===== config.mk =====
export PLATFORM = sky130hd
export DESIGN_NAME = execute_unit_sched
export DESIGN_NICKNAME = d
export VERILOG_FILES = /design/src/rtl/execute_unit_sched_pkg.sv /design/src/rtl/execute_sched_watchdog.sv /design/src/rtl/execute_unit_sched.sv
export SDC_FILE = /design/constraint.sdc
export NUM_CORES = 1
export LEC_CHECK = 0
export ABC_AREA = 1
export CORE_UTILIZATION = 42
export CTS_CLUSTER_SIZE = 10
export DETAILED_ROUTE_END_ITERATION = 10
export PLACE_DENSITY_LB_ADDON = 0.15
export SETUP_SLACK_MARGIN = 0.15
export SLEW_MARGIN = 20
export SYNTH_ARGS = -nofsm -noshare
export SYNTH_HDL_FRONTEND = slang
export SYNTH_SLANG_ARGS = --single-unit

===== constraint.sdc =====
create_clock -name clk -period 1.7 [get_ports clk]
set_input_delay 0.34 -clock clk [delete_from_list [all_inputs] [get_ports clk]]
set_output_delay 0.34 -clock clk [all_outputs]
set_load 0.03 [all_outputs]

===== src/rtl/execute_unit_sched_pkg.sv =====
// execute_unit_sched_pkg: shared types and constants for the execute-stage scheduler.
package execute_unit_sched_pkg;
    typedef enum logic [1:0] {IDLE, BUSY, HOLD} sched_state_t;
    localparam int UNIT_SHIFT         = 0;
    localparam int UNIT_MULDIV        = 1;
    localparam int DEF_TIMEOUT_CYCLES = 15;
endpackage


===== src/rtl/execute_sched_watchdog.sv =====
// execute_sched_watchdog: saturating busy-cycle counter; expire fires on the cycle the count would reach the limit.
module execute_sched_watchdog #(
    parameter int TIMEOUT_CYCLES = 15
) (
    input  logic clk,
    input  logic reset,
    input  logic i_clr,
    input  logic i_en,
    output logic o_expire
);
    localparam int W = $clog2(TIMEOUT_CYCLES + 1);
    logic [W-1:0] r_cnt;
    assign o_expire = i_en && (r_cnt == W'(TIMEOUT_CYCLES - 1));
    always_ff @(posedge clk or posedge reset) begin
        if (reset)
            r_cnt <= '0;
        else if (i_clr)
            r_cnt <= '0;
        else if (i_en && r_cnt != W'(TIMEOUT_CYCLES))
            r_cnt <= r_cnt + 1'b1;
    end
endmodule


===== src/rtl/execute_unit_sched.sv =====
// execute_unit_sched: issues one op at a time to a multi-cycle unit, holds its result for writeback,
// and aborts ops whose unit never completes.
module execute_unit_sched
    import execute_unit_sched_pkg::*;
#(
    parameter int N_UNITS        = 2,
    parameter int XLEN           = 32,
    parameter int TIMEOUT_CYCLES = DEF_TIMEOUT_CYCLES
) (
    input  logic                    clk,
    input  logic                    reset,
    input  logic                    flush,
    input  logic                    in_valid,
    input  logic [N_UNITS-1:0]      in_unit_sel,
    input  logic [4:0]              in_rd,
    output logic                    in_ready,
    output logic [N_UNITS-1:0]      unit_start,
    output logic                    unit_flush,
    input  logic [N_UNITS-1:0]      unit_valid,
    input  logic [N_UNITS*XLEN-1:0] unit_rd_val,
    output logic                    wb_valid,
    output logic [4:0]              wb_rd,
    output logic [XLEN-1:0]         wb_val,
    input  logic                    wb_ready,
    output logic                    err_timeout,
    output logic                    err_bad_sel
);
    sched_state_t       r_state;
    logic [N_UNITS-1:0] r_sel;
    logic [4:0]         r_rd;
    logic [4:0]         r_wb_rd;
    logic [XLEN-1:0]    r_wb_val;
    logic               r_err_timeout;
    logic               r_err_bad_sel;
    logic               w_busy;
    logic [N_UNITS-1:0] w_pick;
    logic               w_hit;
    logic [XLEN-1:0]    w_res;
    logic               w_sel_ok;
    logic               w_accept;
    logic               w_start_ok;
    logic               w_wd_en;
    logic               w_expire;
    logic               w_abort;

    // In BUSY only the latched unit is watched; otherwise the incoming select picks the same-cycle result.
    assign w_busy     = (r_state == BUSY);
    assign w_pick     = w_busy ? r_sel : in_unit_sel;
    assign w_hit      = |(unit_valid & w_pick);
    assign w_sel_ok   = $onehot(in_unit_sel);
    assign in_ready   = !reset && !flush && (r_state == IDLE || (r_state == HOLD && wb_ready));
    assign w_accept   = in_valid && in_ready;
    assign w_start_ok = w_accept && w_sel_ok;
    assign unit_start = w_start_ok ? in_unit_sel : '0;
    assign w_wd_en    = w_busy && !w_hit && !flush;
    assign w_abort    = w_wd_en && w_expire;
    assign unit_flush = flush || w_abort;
    assign wb_valid    = (r_state == HOLD);
    assign wb_rd       = r_wb_rd;
    assign wb_val      = r_wb_val;
    assign err_timeout = r_err_timeout;
    assign err_bad_sel = r_err_bad_sel;

    always_comb begin
        w_res = '0;
        for (int i = 0; i < N_UNITS; i++)
            if (w_pick[i])
                w_res = w_res | unit_rd_val[i*XLEN +: XLEN];
    end

    execute_sched_watchdog #(.TIMEOUT_CYCLES(TIMEOUT_CYCLES)) u_watchdog (
        .clk      (clk),
        .reset    (reset),
        .i_clr    (w_start_ok),
        .i_en     (w_wd_en),
        .o_expire (w_expire)
    );

    always_ff @(posedge clk or posedge reset) begin
        if (reset) begin
            r_state       <= IDLE;
            r_sel         <= '0;
            r_rd          <= '0;
            r_wb_rd       <= '0;
            r_wb_val      <= '0;
            r_err_timeout <= 1'b0;
            r_err_bad_sel <= 1'b0;
        end else begin
            r_err_timeout <= w_abort;
            r_err_bad_sel <= w_accept && !w_sel_ok;
            if (flush) begin
                r_state <= IDLE;
            end else if (w_accept) begin
                if (!w_sel_ok) begin
                    r_state <= IDLE;
                end else begin
                    r_sel <= in_unit_sel;
                    r_rd  <= in_rd;
                    if (w_hit) begin
                        r_wb_val <= w_res;
                        r_wb_rd  <= in_rd;
                        r_state  <= HOLD;
                    end else begin
                        r_state <= BUSY;
                    end
                end
            end else if (w_busy && w_hit) begin
                r_wb_val <= w_res;
                r_wb_rd  <= r_rd;
                r_state  <= HOLD;
            end else if (w_abort) begin
                r_state <= IDLE;
            end else if (r_state == HOLD && wb_ready) begin
                r_state <= IDLE;
            end
        end
    end
endmodule


### Cells by drive strength

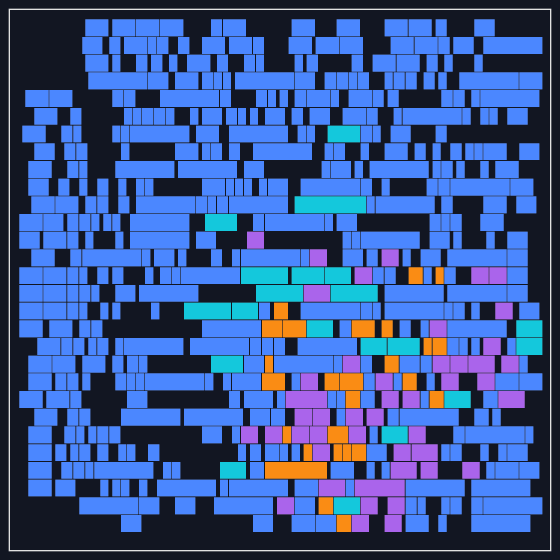
x6 and larger -> cyan  # cells 20
x2 -> orange  # cells 26
x1 and smaller -> blue  # cells 433
x3 and x4 -> purple  # cells 46

### Logic cells by family

Bar = 20 um.
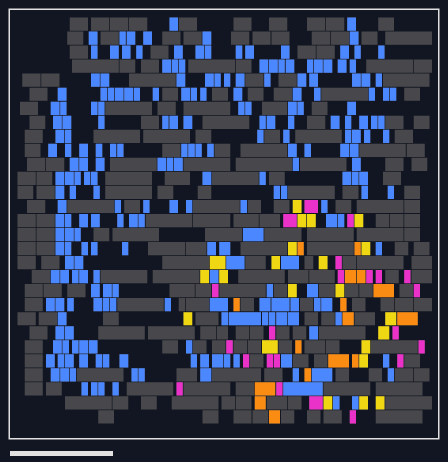
inv cells -> magenta  # cells 22
nor cells -> orange  # cells 16
nand cells -> blue  # cells 235, where all over the die
aoi and oai cells -> yellow  # cells 22
Top cell excl fill/tap: nand2_1
logic share of the area: 30.3%

==> reports/metrics.csv <==
metric,value,unit
Init Core Util,43.4,%
Routed met1 length,3.56,mm
status,"finished, violations left",
crit-path leading delay family,simple AND/OR/NAND/NOR gates,
Syn Inst Count,375,
# Taps,77,
initial antenna violation count,0,
failing checks,negative setup slack,
Setup Slack @ Placement,-208,ps
final setup fails,33,
Final Hold Fails,0,
final setup margin,-146,ps
"CTS clk-pin slew, worst paths",90,ps
die height,83.0,um
Rows,29,
Final Critical Period,1850,ps
DRC,0,
TritonRoute pass-1 iters,4,
clock tree buffer depth,2,
synthesized flop and latch total,52,
placed cell area,4240,sq um
most numerous logic cells after layout,"nand2_1, nand3_1, clkdlybuf4s50_1",
Top Layer Used,met4,
Post-Synth AOI/OAI Area,4.09,%
GR Util met1,30.1,%
### Signal wires on met3

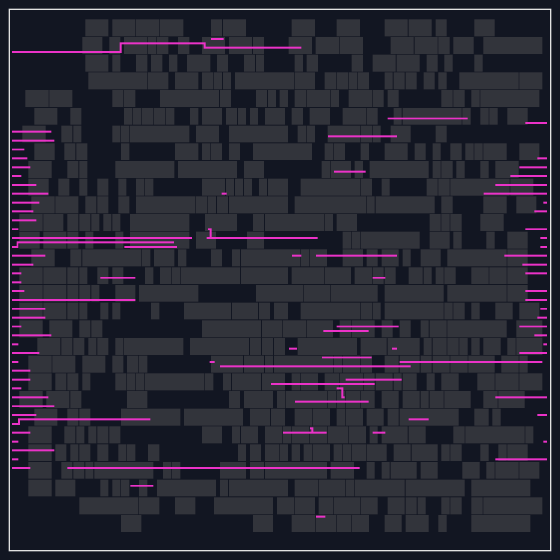
main direction = horizontal
wire length on this layer = 577 um
longest straight run = 44.6 um
share of all routed wire = 6.8%
Vias: 3104
Routed WL: 8.49 mm
GRT met3 Usage: 4.87%

